`config.mk`:
```
export PLATFORM = sky130hd
export DESIGN_NAME = adder_pipelined_addsub
export DESIGN_NICKNAME = d
export VERILOG_FILES = /design/src/rtl/adder_pipelined_addsub_pkg.sv /design/src/rtl/adder_chunk.sv /design/src/rtl/adder_pipelined_addsub.sv
export SDC_FILE = /design/constraint.sdc
export NUM_CORES = 1
export LEC_CHECK = 0
export ABC_AREA = 1
export CAP_MARGIN = 20
export CORE_MARGIN = 2
export CORE_UTILIZATION = 61
export CTS_BUF_LIST = sky130_fd_sc_hd__clkbuf_4
export CTS_CLUSTER_DIAMETER = 30
export DETAILED_ROUTE_END_ITERATION = 8
export PLACE_DENSITY_LB_ADDON = 0.2
export SLEW_MARGIN = 0
export SYNTH_ARGS = -nofsm -noshare
export SYNTH_HDL_FRONTEND = slang
export SYNTH_HIERARCHICAL = 1
export SYNTH_SLANG_ARGS = --single-unit
```
`constraint.sdc`:
```
create_clock -name clk -period 6.8 [get_ports clk]
set_input_delay 1.36 -clock clk [delete_from_list [all_inputs] [get_ports clk]]
set_output_delay 1.36 -clock clk [all_outputs]
set_load 0.005 [all_outputs]
```
`src/rtl/adder_pipelined_addsub_pkg.sv`:
```
// Shared types and elaboration helpers for the pipelined add/sub unit.
// Chunk width derivation and the WIDTH/STAGES legality rule live here.
package adder_pipelined_addsub_pkg;

  typedef struct packed {
    logic cout;
    logic ovf;
    logic zero;
  } flags_t;

  function automatic int chunk_width(input int width, input int stages);
    return width / stages;
  endfunction

  function automatic bit stages_legal(input int width, input int stages);
    return (stages >= 1) && (stages <= width) && ((width % stages) == 0);
  endfunction

endpackage

```
`src/rtl/adder_chunk.sv`:
```
// CW-bit ripple-carry adder slice built from discrete full-adder gates.
// Also exposes the carry into its MSB for overflow cross-checking.
module adder_chunk #(
  parameter int CW = 4
) (
  input  logic [CW-1:0] a,
  input  logic [CW-1:0] b,
  input  logic          ci,
  output logic [CW-1:0] s,
  output logic          co,
  output logic          c_msb_in
);

  for (genvar i = 0; i < CW; i++) begin : g_fa
    logic c_in;
    logic p;
    logic c_out;
    if (i == 0) begin : g_cin
      assign c_in = ci;
    end else begin : g_cin
      assign c_in = g_fa[i-1].c_out;
    end
    assign p     = a[i] ^ b[i];
    assign s[i]  = p ^ c_in;
    assign c_out = (a[i] & b[i]) | (p & c_in);
  end

  assign co       = g_fa[CW-1].c_out;
  assign c_msb_in = g_fa[CW-1].c_in;

endmodule

```
`src/rtl/adder_pipelined_addsub.sv`:
```
// Pipelined add/subtract unit: one ripple chunk resolved per stage,
// carry and unresolved operand slices skewed through stage registers.
module adder_pipelined_addsub
  import adder_pipelined_addsub_pkg::*;
#(
  parameter int WIDTH  = 16,
  parameter int STAGES = 4
) (
  input  logic             clk,
  input  logic             rst,
  input  logic             in_valid,
  output logic             in_ready,
  input  logic [WIDTH-1:0] A,
  input  logic [WIDTH-1:0] B,
  input  logic             cin,
  input  logic             sub,
  output logic             out_valid,
  input  logic             out_ready,
  output logic [WIDTH-1:0] Sum,
  output logic             cout,
  output logic             ovf,
  output logic             zero
);

  localparam int CW = chunk_width(WIDTH, STAGES);

  if (!stages_legal(WIDTH, STAGES)) begin : g_bad
    $error("adder_pipelined_addsub: WIDTH must be a multiple of STAGES");
  end

  logic   advance;
  flags_t flg_q;

  assign advance  = !out_valid || out_ready;
  assign in_ready = advance;

  assign cout = flg_q.cout;
  assign ovf  = flg_q.ovf;
  assign zero = flg_q.zero;

  for (genvar s = 0; s < STAGES; s++) begin : g_st
    localparam int RW = WIDTH - s * CW;

    logic [RW-1:0]         a_i;
    logic [RW-1:0]         b_i;
    logic                  c_i;
    logic                  v_i;
    logic [CW-1:0]         cs;
    logic                  co;
    logic                  unused_cmsb;
    logic [(s+1)*CW-1:0]   s_n;

    if (s == 0) begin : g_src
      assign a_i = A;
      assign b_i = sub ? ~B : B;
      assign c_i = sub | cin;
      assign v_i = in_valid;
      assign s_n = cs;
    end else begin : g_src
      assign a_i = g_st[s-1].g_r.a_q;
      assign b_i = g_st[s-1].g_r.b_q;
      assign c_i = g_st[s-1].g_r.c_q;
      assign v_i = g_st[s-1].g_r.v_q;
      assign s_n = {cs, g_st[s-1].g_r.s_q};
    end

    // Chunk s always consumes the lowest remaining operand slice
    adder_chunk #(
      .CW(CW)
    ) u_chunk (
      .a       (a_i[CW-1:0]),
      .b       (b_i[CW-1:0]),
      .ci      (c_i),
      .s       (cs),
      .co      (co),
      .c_msb_in(unused_cmsb)
    );

    if (s < STAGES - 1) begin : g_r
      logic                v_q;
      logic                c_q;
      logic [RW-CW-1:0]    a_q;
      logic [RW-CW-1:0]    b_q;
      logic [(s+1)*CW-1:0] s_q;

      always_ff @(posedge clk or posedge rst) begin
        if (rst) begin
          v_q <= 1'b0;
          c_q <= 1'b0;
          a_q <= '0;
          b_q <= '0;
          s_q <= '0;
        end else if (advance) begin
          v_q <= v_i;
          c_q <= co;
          a_q <= a_i[RW-1:CW];
          b_q <= b_i[RW-1:CW];
          s_q <= s_n;
        end
      end
    end else begin : g_out
      flags_t flg_n;

      always_comb begin
        flg_n      = '0;
        flg_n.cout = co;
        flg_n.ovf  = (a_i[RW-1] == b_i[RW-1]) &&
                     (cs[CW-1] != a_i[RW-1]);
        flg_n.zero = ~|s_n;
      end

      // Result fields only move on a valid result so they stay clean
      always_ff @(posedge clk or posedge rst) begin
        if (rst) begin
          out_valid <= 1'b0;
          Sum       <= '0;
          flg_q     <= '0;
        end else if (advance) begin
          out_valid <= v_i;
          if (v_i) begin
            Sum   <= s_n;
            flg_q <= flg_n;
          end
        end
      end
    end
  end

endmodule
```
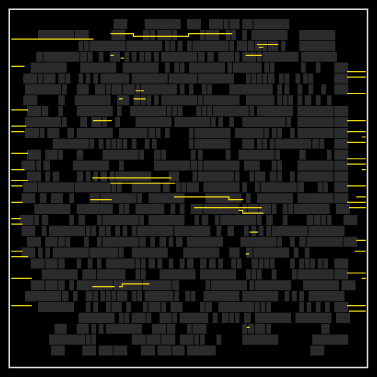
run_1/met3.png
(4 px per um) Cells faint in the background.
main direction = horizontal
wire length on this layer = 287 um

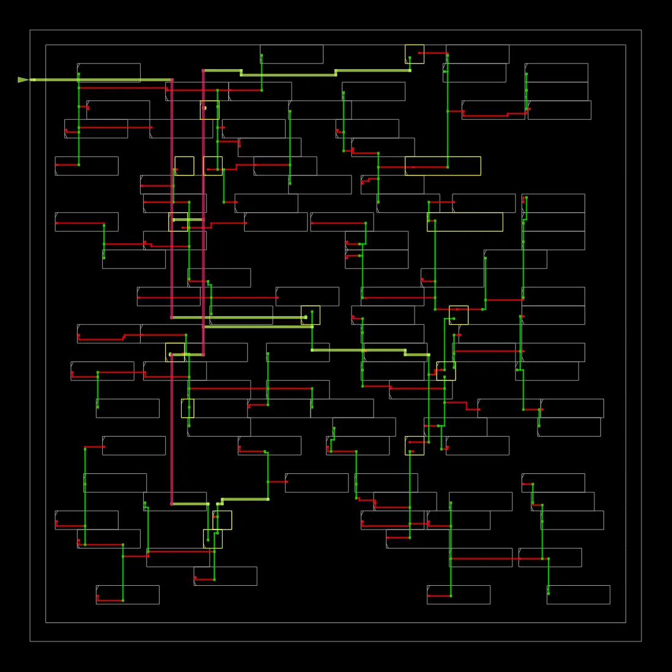
run_1/final_clocks.png
clock buffers: 10
Seq cells: 98
Clk power: 0.000328 W
CTS buffer count: 9
Worst Skew: 9.41 ps

==> metrics.yaml, run 1 <==
rsz0062_at_grt: "no"
synth-warning-count: 6
area_leaders: "dfrtp_1 55%, nand2_1 15%, fa_1 7.2%, o21ai_0 6.1%, inv_1 5.7%"
drive_above_1_share_pct: 5.31
r2r-end: "ovf"
p_per_area_mw_per_mm2: 406
clkPwrFrac_pct: 15.8
edf_count: 0
topCombFamilyByArea: "simple AND/OR/NAND/NOR gates"
ff_type: "dfrtp_1"
path_max_fanout: 85
port-buffer-count: 58
combinationalPower_w: 0.000787
whs_ps: 482
ys_types: 19
diodes: 0
setup_ws_ps: 2410
clk_latency_ps: 430
final_area_mm2: 0.00511
lay_top_count: "nand2_1"
top_area_cell: "dfrtp_1"
dieHeight_um: 89.2
startpoint: "out_ready"
warnings: 26
cp-start-kind: "input port"
p_sw_share_pct: 36.5
cts_max_path_buffers: 2
maxSlewHeadroom_pct: 38.1
setup_viol: 0
drtPass1Iterations: 4
r2r_cells: 12
top_power_group: "registers"
ys_seq_elements: 98
dp_hpwl_um: 4810
synthCells: 473
cts_setup_buffers: 0
max_cap_viol_count: 0
status: "finished, final reports clean"
worstHoldPathType: "register to register"
vias: 2930
h-tree-depth: 3
finalCoreUtilization_pct: 71.7
p_seq_w: 0.000962
avgSynthCellArea_um2: 9.36
crit_path_end_kind: "output pin"
fin_crit_ps: 4390
power_switching_w: 0.000758
antenna_found_initial: 0
ctsHoldBuffers: 0
grt_pass1_wl_um: 12300
path_clk_slew_ps: 130
top_cells_by_count: "176 x nand2_1, 98 x dfrtp_1, 67 x inv_1"
grt-ovfl-total: 0
vias_per_cell: 4.68
core_mm2: 0.00714
drc_errors: 0
clockRootBuffer: "clkbuf_4"
comb_power_share_pct: 37.9
yosys-stat-area_mm2: 0.00443
dieWidth_um: 89.2
mux_area_share_pct: 0
post-route-period-util_pct: 64.6
top_cell: "nand2_1"
async_flop_share_pct: 100
clock.fmax_mhz: 228
intPower_w: 0.00132
finalSetupTns_ps: 0
io_pins: 59
p_total_w: 0.00208
required_ps: 5440
areaGrowthSynthToFinish_pct: 15.5
ys_seq_share_pct: 55.4
dieArea_mm2: 0.00796
leakagePower_nw: 2.57
final_hold_viol_count: 0
drtIter0Drc: 188
gp_congestion: 0.723
regToRegSetupSlack_ps: 4230
totalWireLength_um: 7000
ant_nets: 0
synth_area_mm2: 0.00443
yosysTopAreaCellShare_pct: 55.4
ir_worst_vdd_uv: 174
fin_cells: 626
power_frac_seq_pct: 46.3
synth-adder-area-share_pct: 7.23
numPlacedInstances: 611
nets: 577
drv_slew: 0
clock_sinks: 98
grt_use_total_pct: 20.4
fp-row-count: 31
synth_nets: 527
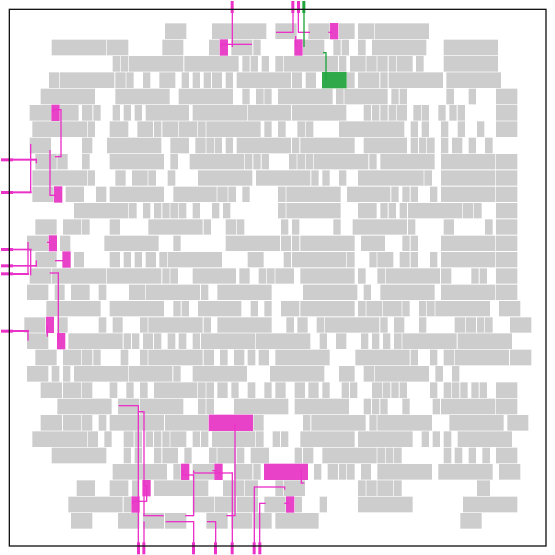
run_1/port_nets.png
(6 px per um)
magenta -> `A`  # bits 16, direction input, end cells 16, buffers 16, wire 240 um
green -> `out_ready`  # bits 1, direction input, end cells 1, buffers 1, wire 10.5 um

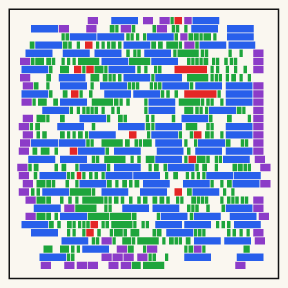
run_1/cell_classes.png
(3 px per um)
red -> clock drivers and dummy loads  # cells 15
blue -> flip-flops  # cells 98
purple -> other buffers and delay cells  # cells 61
green -> all other logic  # cells 353

[run 1: metal layers]
layer / wire length [um] / global-route usage, % / share of wire, % / up-vias
li1: - / - / - / 1503
met3: 287 / 4.71 / 4.1 / 13
met4: 126 / 7.46 / 1.8 / 0
met1: 3220 / 27.1 / 46 / 1347
met5: 0 / 0 / 0 / -
met2: 3370 / 33.3 / 48 / 67
[run 1: worst min path at each step]
stage / start / end / slack (ps) / cells past startpoint
floorplan: g_st[0].g_r.b_q[4] / g_st[1].g_r.b_q[0] / 440 / 2
global placement: g_st[1].g_r.s_q[2] / g_st[2].g_r.s_q[2] / 450 / 2
detailed placement: g_st[1].g_r.b_q[6] / g_st[2].g_r.b_q[2] / 450 / 2
finish: g_st[0].g_r.b_q[5] / g_st[1].g_r.b_q[1] / 480 / 2
CTS: g_st[1].g_r.b_q[6] / g_st[2].g_r.b_q[2] / 490 / 2
global route: g_st[0].g_r.b_q[7] / g_st[1].g_r.b_q[3] / 510 / 2
[run 1: final cells by class]
cell class / count / area [um^2]
Tap cell: 99 / 124
Clock inverter: 5 / 80.1
Inverter: 69 / 262
Fill cell: 602 / 2020
Sequential cell: 98 / 2450
Clock buffer: 10 / 75.1
Timing Repair Buffer: 61 / 603
Multi-Input combinational cell: 284 / 1520
[run 1: sequential cells by signal, indices dropped and copies added (netlist names)]
register / count
g_st.g_r.b_q: 24
g_st.g_r.c_q: 3
g_st.g_r.s_q: 24
g_st.g_r.a_q: 24
out_valid: 1
cout: 1
Sum: 16
g_st.g_r.v_q: 3
ovf: 1
zero: 1
[run 1: critical path, cell delays in order]
cell and delay [ps]:
clkdlybuf4s50_1 440, nor2_4 110, buf_4 580, inv_2 70, clkdlybuf4s50_1 470
run_1/clock_map.png
(6 px per um)
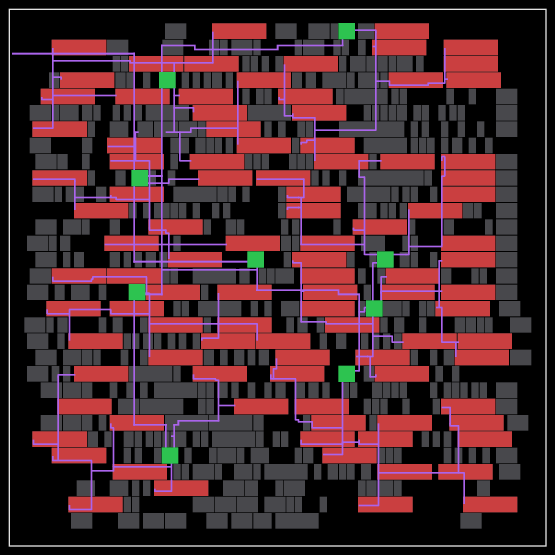

==> inputs of run 2 (changes only) <==
Settings changed: CORE_UTILIZATION 61 to 57.
Clock period 6.8 ns to 4.5 ns, I/O delays scaled along.
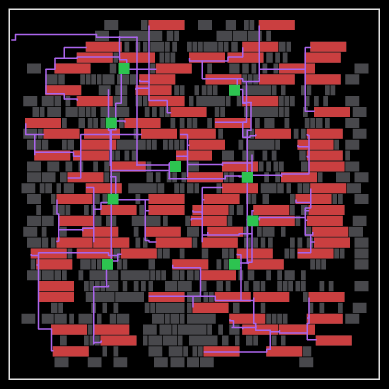
run_2/clock_map.png
(4 px per um)
red -> flip-flops  # count 98
green -> cells driving clock nets  # count 9
purple -> clock wires  # length 953 um
flops lie = spread over the die
routed clock nets = 10

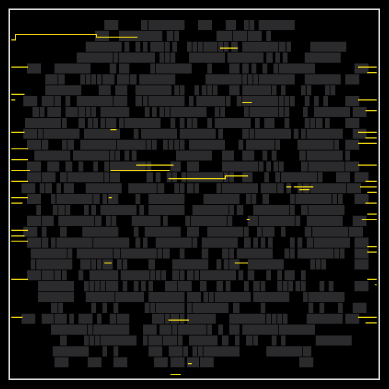
run_2/met3.png
(4 px per um) Cells faint in the background.
nets with wire on the layer = 43
wire length on this layer = 214 um
share of all routed wire = 3.0%
main direction = horizontal
longest straight run = 20.2 um

==> run 2 against run 1 <==
Compared with the run above: clock power is 38% higher; register-to-register slack worse by 2200 ps; die size is 6.7% higher; global-route usage is 1.2 points lower; synthesized cell count stayed put; worst hold slack better by 3.1 ps; sequential share of layout area is 0.059 points lower; non-clock buffer count is 2 higher; largest power group unchanged.
==> metrics.yaml, run 2 <==
path_max_fanout: 3  # -96%
top_cells_by_count: "176 x nand2_1, 98 x dfrtp_1, 67 x inv_1"
finalCoreUtilization_pct: 67.3  # -4.3 points
worstHoldPathType: "register to register"
lay_top_count: "nand2_1"
r2r-end: "ovf"
fin_crit_ps: 3080
fp-row-count: 32  # +3.2%
r2r_cells: 12  # unchanged
drc_errors: 0  # unchanged
cts_setup_buffers: 0  # unchanged
avgSynthCellArea_um2: 9.36  # unchanged
drv_slew: 0  # unchanged
cts_tree: "done"
ys_types: 19  # unchanged
required_ps: 4810  # -630 ps
drtIter0Drc: 119  # -37%
crit_slowest_cell: "clkdlybuf4s50_1"
top_area_cell: "dfrtp_1"
ys_seq_elements: 98  # unchanged
fin_cells: 632  # +0.96%
ant_nets: 0  # unchanged
arrival_ps: 3390
final_cell_mix: "176 x nand2_1, 98 x dfrtp_1, 66 x inv_1, 58 x clkdlybuf4s50_1, 54 x o21ai_0"
drtPass1Iterations: 4  # unchanged
crit_path_end_kind: "register"
path_buffers: 5  # +1
vias_per_cell: 4.71  # +0.64%
synthCells: 473  # unchanged
vias: 2977  # +1.6%
p_total_w: 0.00309  # +49%
final_area_mm2: 0.00512  # +0.12%
io_pins: 59  # unchanged
ctsHoldBuffers: 0  # unchanged
antenna_found_initial: 0  # unchanged
synth-warning-count: 6  # unchanged
hold_depth: 2  # unchanged
yosysTopAreaCellShare_pct: 55.4  # unchanged
clk_latency_ps: 430  # about the same
p_per_area_mw_per_mm2: 603  # +48%
port-buffer-count: 58  # unchanged
top_cell: "nand2_1"
path_depth: 12  # +7
regToRegSetupSlack_ps: 2020  # -2210 ps
ys_seq_share_pct: 55.4  # unchanged
dp_hpwl_um: 4900  # +1.8%
dieHeight_um: 92.2  # +3.3%
synth_area_mm2: 0.00443  # unchanged
worst_pin_slew_ps: 775
grt_use_total_pct: 19.2  # -1.2 points
clock.fmax_mhz: 324
synth_nets: 527  # unchanged
crit_path_cell_trace: "clkdlybuf4s50_1 -> xor2_1 -> inv_1 -> fa_1 -> inv_1 -> fa_1 -> inv_1 -> fa_1 -> inv_1 -> fa_1 -> nand2_1 -> o21ai_0"
dieArea_mm2: 0.00849  # +6.7%
place_area_mm2: 0.00498
final_hold_viol_count: 0  # unchanged
gp_congestion: 0.763  # +5.5%
drive_above_1_share_pct: 5.66  # +0.35 points
yosys-stat-area_mm2: 0.00443  # unchanged
max_cap_viol_count: 0  # unchanged
hold_end: "g_st[2].g_r.b_q[2]"
grt_pass1_wl_um: 13000  # +5.4%
totalWireLength_um: 7100  # +1.4%
crit_type: "input port to register"
setup_viol: 0  # unchanged
core_mm2: 0.00761  # +6.6%
edf_count: 0  # unchanged
path_clk_slew_ps: 150  # +20 ps
grt_pass1_vias: 2925
min_from: "g_st[1].g_r.b_q[6]"
ys_cells: 473
cts_max_path_buffers: 2  # unchanged
warnings: 26  # unchanged
maxSlewHeadroom_pct: 48.3  # +10 points
grt-ovfl-total: 0  # unchanged
h-tree-depth: 3  # unchanged
skew_ps: 19.9  # +10.5 ps
startpoint: "sub"
grt_start_max_net_pins: 85
slowest_delay_ps: 590  # about the same
area_leaders: "dfrtp_1 55%, nand2_1 15%, fa_1 7.2%, o21ai_0 6.1%, inv_1 5.7%"
status: "finished, final reports clean"
cts_buffers: 9  # unchanged
finalSetupTns_ps: 0  # unchanged
wire_per_inst_um: 11.2
crit_end: "g_st[0].g_r.s_q[3]"
nets: 579  # +0.35%
clockRootBuffer: "clkbuf_4"
clock_sinks: 98  # unchanged
cp-start-kind: "input port"
r2r_start: "g_st[2].g_r.a_q[0]"
leakagePower_nw: 2.57  # +0.21%
cts.repair.resized: 0
dieWidth_um: 92.2  # +3.3%
async_flop_share_pct: 100  # unchanged
ir_worst_vdd_uv: 220  # +27%
rsz0062_at_grt: "no"
areaGrowthSynthToFinish_pct: 15.6
ff_type: "dfrtp_1"
cpLargestDelayFamily: "adder cells"
numPlacedInstances: 616  # +0.82%
post-route-period-util_pct: 68.5
diodes: 0  # unchanged
initCoreUtil_pct: 58.2
reg_top3: "g_st.g_r.a_q x24, g_st.g_r.b_q x24, g_st.g_r.s_q x24"
## run 2: netlist changes by cell type in the layout (fill, tap and decap cells not counted), sizes merged
cell,delta
clkinv,+3
buf,+2
bufinv,-1
clkinvlp,-1
## run 2: per-stage QoR
step                      hold slack (ps)  setup slack (ps)
final                                 485              1420
after global routing                  505              1280
after floorplan                       442              1040
after CTS                             481              1440
after global placement                452              1030
after detailed placement              458               951
## run 2: area by class of cell
type / instances / area (um^2)
Clock buffer: 10 / 75.1
Clock inverter: 6 / 67.6
Fill cell: 649 / 2490
Inverter: 69 / 262
Multi-Input combinational cell: 284 / 1520
Sequential cell: 98 / 2450
Tap cell: 102 / 128
Timing Repair Buffer: 63 / 618
## run 2: worst min-delay path, delay by kind of cell (launching register included)
kind / cells / cell delay (ps)
DFF: 1 / 370
and+or+nand+nor: 2 / 110
## run 2: where the power goes
group / switching, W / internal, W
Combinational: 0.000666 / 0.000512
Sequential: 0.000204 / 0.00125
Clock: 0.000275 / 0.000177
Total: 0.00114 / 0.00194
## run 2: routing by layer
| metal | track usage (%) | up-vias | routed length [um] |
|---|---|---|---|
| met4 | 7.59 | 0 | 117 |
| met5 | 0 | - | 0 |
| li1 | - | 1512 | - |
| met3 | 3.04 | 12 | 214 |
| met2 | 29.8 | 57 | 3300 |
| met1 | 27.6 | 1396 | 3470 |
## run 2: cell families after synthesis
logic type	after synthesis	synth area share, %
AND/OR/NAND/NOR	191	16.6
buffers and inverters	91	10.3
AND-OR/OR-AND	61	7.29
flip-flops	98	55.4
adder cells (fa/ha/maj)	16	7.23
XOR/XNOR	16	3.16
Power is estimated from default activity; no workload was simulated.
